[config.mk]
export PLATFORM = sky130hd
export DESIGN_NAME = actuator_frame_tx
export DESIGN_NICKNAME = d
export VERILOG_FILES = /design/src/rtl/actuator_pkg.sv /design/src/rtl/actuator_frame_tx_uart_byte_tx.sv /design/src/rtl/actuator_frame_tx.sv
export SDC_FILE = /design/constraint.sdc
export NUM_CORES = 1
export LEC_CHECK = 0
export ABC_AREA = 1
export CORE_MARGIN = 2
export CORE_UTILIZATION = 50
export CTS_CLUSTER_DIAMETER = 150
export DETAILED_ROUTE_END_ITERATION = 6
export PLACE_DENSITY = 0.68
export SLEW_MARGIN = 20
export SYNTH_ARGS = -nofsm -noshare
export SYNTH_HDL_FRONTEND = slang
export SYNTH_SLANG_ARGS = --single-unit
[constraint.sdc]
create_clock -name clk -period 4.93 [get_ports clk]
set_clock_uncertainty 0.2 [all_clocks]
set_input_delay 0.986 -clock clk [delete_from_list [all_inputs] [get_ports clk]]
set_output_delay 0.986 -clock clk [all_outputs]
set_load 0.01 [all_outputs]
[src/rtl/actuator_pkg.sv]
// Shared definitions for the actuator command frame transmitter:
// payload bit layout, serial FSM states and frame helper functions.
package actuator_pkg;

  localparam int AIRCON_LSB = 13;
  localparam int WIN3_BIT   = 12;
  localparam int WIN4_BIT   = 11;
  localparam int WIN5_BIT   = 10;
  localparam int WIN6_BIT   = 9;
  localparam int SUN_BIT    = 8;
  localparam int WIPER_LSB  = 6;
  localparam int HANDLE_LSB = 4;
  localparam int ENGINE_LSB = 0;

  localparam logic [7:0] DEFAULT_HEADER = 8'hA5;

  typedef enum logic [1:0] {
    IDLE  = 2'd0,
    START = 2'd1,
    DATA  = 2'd2,
    STOP  = 2'd3
  } tx_state_e;

  // Bit 15 is reserved and always transmitted as 0.
  function automatic logic [15:0] pack_payload(
    input logic [1:0] aircon,
    input logic       win3,
    input logic       win4,
    input logic       win5,
    input logic       win6,
    input logic       sun,
    input logic [1:0] wiper,
    input logic [1:0] handle,
    input logic [3:0] engine
  );
    logic [15:0] p;
    p = 16'h0000;
    p[AIRCON_LSB +: 2] = aircon;
    p[WIN3_BIT]        = win3;
    p[WIN4_BIT]        = win4;
    p[WIN5_BIT]        = win5;
    p[WIN6_BIT]        = win6;
    p[SUN_BIT]         = sun;
    p[WIPER_LSB +: 2]  = wiper;
    p[HANDLE_LSB +: 2] = handle;
    p[ENGINE_LSB +: 4] = engine;
    return p;
  endfunction

  function automatic logic [7:0] xor_checksum(
    input logic [7:0] b0,
    input logic [7:0] b1,
    input logic [7:0] b2
  );
    return b0 ^ b1 ^ b2;
  endfunction

endpackage

[src/rtl/actuator_frame_tx_uart_byte_tx.sv]
// UART-style byte serialiser: start bit, 8 data bits LSB first, stop bit.
// ready is high in IDLE and on the last stop-bit cycle so bytes can be chained with no gap.
module uart_byte_tx
  import actuator_pkg::*;
#(
  parameter int CLKS_PER_BIT = 8
) (
  input  logic       clk,
  input  logic       reset,
  input  logic       load,
  input  logic [7:0] data,
  output logic       ready,
  output logic       tx
);

  localparam int TW = $clog2(CLKS_PER_BIT);
  localparam logic [TW-1:0] TIMER_LAST = TW'(CLKS_PER_BIT - 1);
  localparam logic [TW-1:0] TIMER_ZERO = {TW{1'b0}};

  tx_state_e     state_r, state_n;
  logic [TW-1:0] timer_r, timer_n;
  logic [2:0]    bit_r, bit_n;
  logic [7:0]    shift_r, shift_n;
  logic          tx_r, tx_n;
  logic          tick_s;

  // Next-state, bit timer and line level for the serial FSM
  always_comb begin
    state_n = state_r;
    timer_n = timer_r;
    bit_n   = bit_r;
    shift_n = shift_r;
    tx_n    = tx_r;
    tick_s  = (timer_r == TIMER_LAST);
    ready   = (state_r == IDLE) || ((state_r == STOP) && tick_s);
    case (state_r)
      IDLE: begin
        timer_n = TIMER_ZERO;
        if (load) begin
          state_n = START;
          shift_n = data;
          tx_n    = 1'b0;
        end else begin
          tx_n = 1'b1;
        end
      end
      START: begin
        if (tick_s) begin
          state_n = DATA;
          timer_n = TIMER_ZERO;
          bit_n   = 3'd0;
          tx_n    = shift_r[0];
        end else begin
          timer_n = timer_r + TW'(1);
        end
      end
      DATA: begin
        if (tick_s) begin
          timer_n = TIMER_ZERO;
          if (bit_r == 3'd7) begin
            state_n = STOP;
            tx_n    = 1'b1;
          end else begin
            bit_n   = bit_r + 3'd1;
            shift_n = {1'b0, shift_r[7:1]};
            tx_n    = shift_r[1];
          end
        end else begin
          timer_n = timer_r + TW'(1);
        end
      end
      STOP: begin
        if (tick_s) begin
          timer_n = TIMER_ZERO;
          if (load) begin
            state_n = START;
            shift_n = data;
            tx_n    = 1'b0;
          end else begin
            state_n = IDLE;
            tx_n    = 1'b1;
          end
        end else begin
          timer_n = timer_r + TW'(1);
        end
      end
      default: begin
        state_n = IDLE;
        timer_n = TIMER_ZERO;
        tx_n    = 1'b1;
      end
    endcase
  end

  // Serial FSM state register; reset forces the line high at once
  always_ff @(posedge clk or posedge reset) begin
    if (reset) begin
      state_r <= IDLE;
      timer_r <= TIMER_ZERO;
      bit_r   <= 3'd0;
      shift_r <= 8'h00;
      tx_r    <= 1'b1;
    end else begin
      state_r <= state_n;
      timer_r <= timer_n;
      bit_r   <= bit_n;
      shift_r <= shift_n;
      tx_r    <= tx_n;
    end
  end

  assign tx = tx_r;

endmodule

[src/rtl/actuator_frame_tx.sv]
// Actuator command frame transmitter: snapshots the command vector on change,
// force_send or periodic refresh and sends HEADER, payload hi/lo and XOR checksum.
module actuator_frame_tx
  import actuator_pkg::*;
#(
  parameter int         CLKS_PER_BIT   = 8,
  parameter int         REFRESH_CYCLES = 1024,
  parameter logic [7:0] HEADER         = DEFAULT_HEADER
) (
  input  logic       clk,
  input  logic       reset,
  input  logic [1:0] aircon,
  input  logic       win3,
  input  logic       win4,
  input  logic       win5,
  input  logic       win6,
  input  logic       sun,
  input  logic [1:0] wiper,
  input  logic [1:0] handle,
  input  logic [3:0] engine,
  input  logic       force_send,
  output logic       tx,
  output logic       busy,
  output logic       frame_done,
  output logic [7:0] frame_count
);

  localparam int RW = (REFRESH_CYCLES > 1) ? $clog2(REFRESH_CYCLES) : 1;
  localparam logic [RW-1:0] REFRESH_ZERO = {RW{1'b0}};
  localparam logic [RW-1:0] REFRESH_MAX  = (REFRESH_CYCLES > 0) ? RW'(REFRESH_CYCLES - 1) : REFRESH_ZERO;
  localparam logic REFRESH_EN = (REFRESH_CYCLES != 0);

  logic [15:0]   payload_s;
  logic [15:0]   snap_r;
  logic [15:0]   last_sent_r;
  logic [RW-1:0] refresh_cnt_r;
  logic          pending_force_r;
  logic          busy_r;
  logic          frame_done_r;
  logic [7:0]    frame_count_r;
  logic [1:0]    byte_idx_r;
  logic          byte_ready_s;
  logic          refresh_hit_s;
  logic          send_s;
  logic          chain_s;
  logic          load_s;
  logic [7:0]    byte_data_s;

  assign payload_s = pack_payload(aircon, win3, win4, win5, win6, sun, wiper, handle, engine);

  // Send decision and selection of the byte handed to the serialiser
  always_comb begin
    refresh_hit_s = REFRESH_EN && (refresh_cnt_r == REFRESH_MAX);
    send_s        = !busy_r && ((payload_s != last_sent_r) || pending_force_r ||
                                force_send || refresh_hit_s);
    chain_s       = busy_r && byte_ready_s;
    load_s        = send_s || (chain_s && (byte_idx_r != 2'd3));
    if (send_s) begin
      byte_data_s = HEADER;
    end else begin
      case (byte_idx_r)
        2'd0:    byte_data_s = snap_r[15:8];
        2'd1:    byte_data_s = snap_r[7:0];
        2'd2:    byte_data_s = xor_checksum(HEADER, snap_r[15:8], snap_r[7:0]);
        default: byte_data_s = HEADER;
      endcase
    end
  end

  // Frame sequencing: snapshot at start, byte index while busy, completion bookkeeping
  always_ff @(posedge clk or posedge reset) begin
    if (reset) begin
      busy_r        <= 1'b0;
      byte_idx_r    <= 2'd0;
      snap_r        <= 16'h0000;
      last_sent_r   <= 16'h0000;
      frame_done_r  <= 1'b0;
      frame_count_r <= 8'd0;
    end else begin
      frame_done_r <= 1'b0;
      if (send_s) begin
        busy_r      <= 1'b1;
        byte_idx_r  <= 2'd0;
        snap_r      <= payload_s;
        last_sent_r <= payload_s;
      end else if (chain_s) begin
        if (byte_idx_r == 2'd3) begin
          busy_r        <= 1'b0;
          frame_done_r  <= 1'b1;
          frame_count_r <= frame_count_r + 8'd1;
        end else begin
          byte_idx_r <= byte_idx_r + 2'd1;
        end
      end
    end
  end

  // Refresh timer and latched force requests; both clear when a frame starts
  always_ff @(posedge clk or posedge reset) begin
    if (reset) begin
      refresh_cnt_r   <= REFRESH_ZERO;
      pending_force_r <= 1'b0;
    end else if (send_s) begin
      refresh_cnt_r   <= REFRESH_ZERO;
      pending_force_r <= 1'b0;
    end else begin
      if (force_send) begin
        pending_force_r <= 1'b1;
      end
      if (!busy_r && (refresh_cnt_r != REFRESH_MAX)) begin
        refresh_cnt_r <= refresh_cnt_r + RW'(1);
      end
    end
  end

  uart_byte_tx #(
    .CLKS_PER_BIT(CLKS_PER_BIT)
  ) u_byte_tx (
    .clk  (clk),
    .reset(reset),
    .load (load_s),
    .data (byte_data_s),
    .ready(byte_ready_s),
    .tx   (tx)
  );

  assign busy        = busy_r;
  assign frame_done  = frame_done_r;
  assign frame_count = frame_count_r;

endmodule

Fig. 1: clock wires, drivers and flops
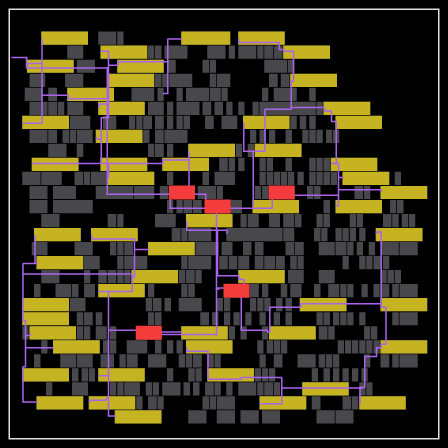
- yellow: flip-flops (count 55)
- purple: clock wires (length 677 µm)
- red: cells driving clock nets (count 5)
- routed clock nets: 6
- flops lie: spread over the die

Fig. 2: metal layers overlaid
Bar = 20 µm.
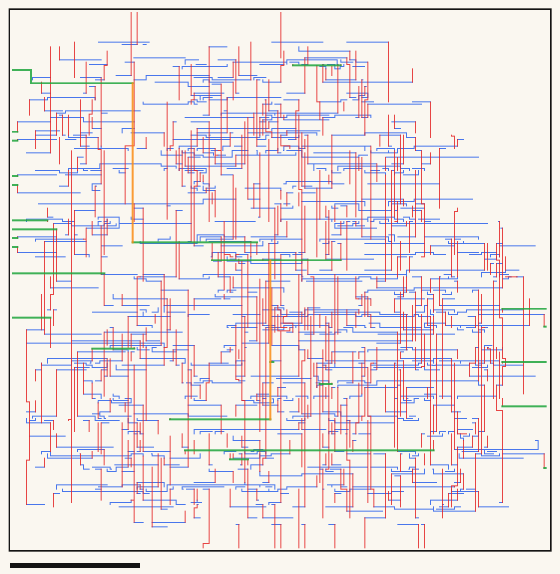
- red: met2 (wire length 2660 µm)
- blue: met1 (wire length 2910 µm)
- orange: met4 (wire length 49.0 µm)
- green: met3 (wire length 188 µm)
GR Util All Layers: 0.1849
via count: 2490
final wirelength: 5.811 mm
drt wl/cell: 11.46 µm

Fig. 3: logic cells by family
Bar = 20 µm.
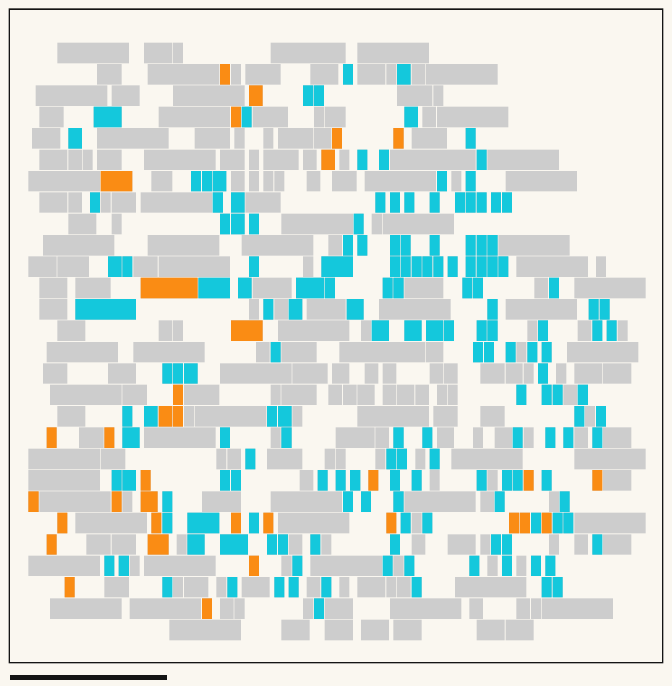
- orange: NOR gates (cells 34; most used nor2_1; where spread over the die)
- cyan: NAND gates (cells 167; most used nand2_1)
Comb area share: 0.4098
non-filler cells, final: 507
Top cell excl fill/tap: nand2_1

Fig. 4: placement density heat map
8 x 8 tiles, from dark blue (low) to red (high), 0 to 100% covered.
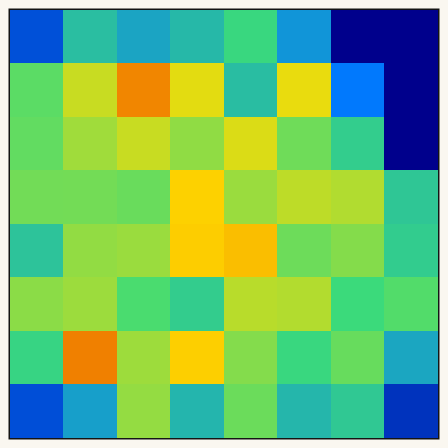
- emptiest ninth of the die: north-east
- fullest tile: 86%
- densest ninth of the die: center
- mean over tiles: 51%
- nearly empty tiles: 6.2%
core outline area: 0.005991 mm²
FP Core Util: 0.5207
Core Util, Final: 0.5998

Fig. 5: track usage over the die
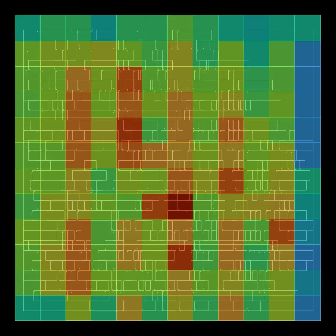
met1 Use GR: 0.2552
M3 GR Usage: 0.03877
grt met2 use: 0.3021
GR peak layer: met2

## synthesized netlist by cell type
library cell and instances:
nand2_4 3, nand4_4 1, a31oi_1 1, clkbuf_2 1
a41oi_1 1, ha_1 14, xor2_1 9, nand2_1 141
o21ai_0 20, a21oi_1 12, inv_1 52, a211oi_1 1
buf_6 1, mux2_2 1, o22ai_1 7, nor3_1 3
nor3b_1 1, mux2i_1 1, nor4_1 1, xnor2_1 4
dfrtp_1 54, o21ai_1 3, dfstp_2 1, nand4_1 6
inv_2 9, clkbuf_1 1, nand3_2 3, nor2_1 26
nand3_1 13, nor2_4 2, nor2_8 1, o21ai_2 1
buf_2 4, a311oi_1 3
## layer usage
metal / up-vias / wire (µm)
met4: 0 / 48
met1: 1136 / 2911
met2: 32 / 2662
li1: 1317 / -
met3: 5 / 187
met5: - / 0
==> impl_metrics.tcl <==
# flow metrics
set metrics [dict create \
    ys_top_logic_family "simple AND/OR/NAND/NOR gates" \
    placed_cell_area_mm2 0.003461 \
    clockNetworkAreaShare 0.03691 \
    top_register "snap_r" \
    p_per_area_mw_per_mm2 232.5 \
    cp_max_fo 45 \
    worst_ep_arrival_time_ns 2.93 \
    ys_seq_frac 0.4416 \
    crit_cells 14 \
    status "finished clean" \
    leakagePower_nw 1.748 \
    power_leader "sequential cells" \
    startpoint_type "input pin" \
    seq_area_mm2 0.001378 \
    firstDrtPassIters 4 \
    insertion_delay_ns 0.31 \
    xor_share 0.03650 \
    antenna_found_initial 0 \
    pre_cts_ws_ns 1.632 \
    clockBufferDepth 2 \
    buffers_excl_clock 29 \
    final_max_slew_viol_count 0 \
    port_buffers 28 \
    grt_pass1_wl_mm 10.67 \
    critical_path.cell_chain "clkdlybuf4s50_1 -> inv_1 -> nand2_1 -> nand2_1 -> nor2_1 -> nand2_1 -> nor2_1 -> nand3_2 -> nand2_4 -> nand3_2 -> nand2_4 -> inv_2 -> nand2_1 -> nand2_1" \
    io-pin-count 29 \
    holdCritPathClass "reg -> reg" \
    grt_pass1_vias 2350 \
    nFlopsAndLatches 55 \
    syn_area_mm2 0.003119 \
    slowest_delay_ns 0.48 \
    power_frac_comb 0.043 \
    sh_seq_area 0.3834 \
    max_freq_ghz 0.3406 \
    period_used_share 0.5955 \
    postCtsSetupRepairBufs 0 \
    lay_top_cells "141 x nand2_1, 54 x dfrtp_1, 51 x inv_1, 28 x clkdlybuf4s50_1, 26 x nor2_1" \
    slew_headroom 0.6362 \
    gp_congestion 0.8159 \
    crit_start "aircon[0]" \
    setup_ws_ns 1.994 \
    report.final.hold_viol_count 0 \
    synthAoiAreaFrac 0.08865 \
    r2r_cells 9 \
    num-fill-cells 545 \
    critPathMostFrequentCell "nand2_1" \
    regToRegSetupSlack_ns 2.66 \
    fin_nets 463 \
    logic_area_mm2 0.001473 \
]
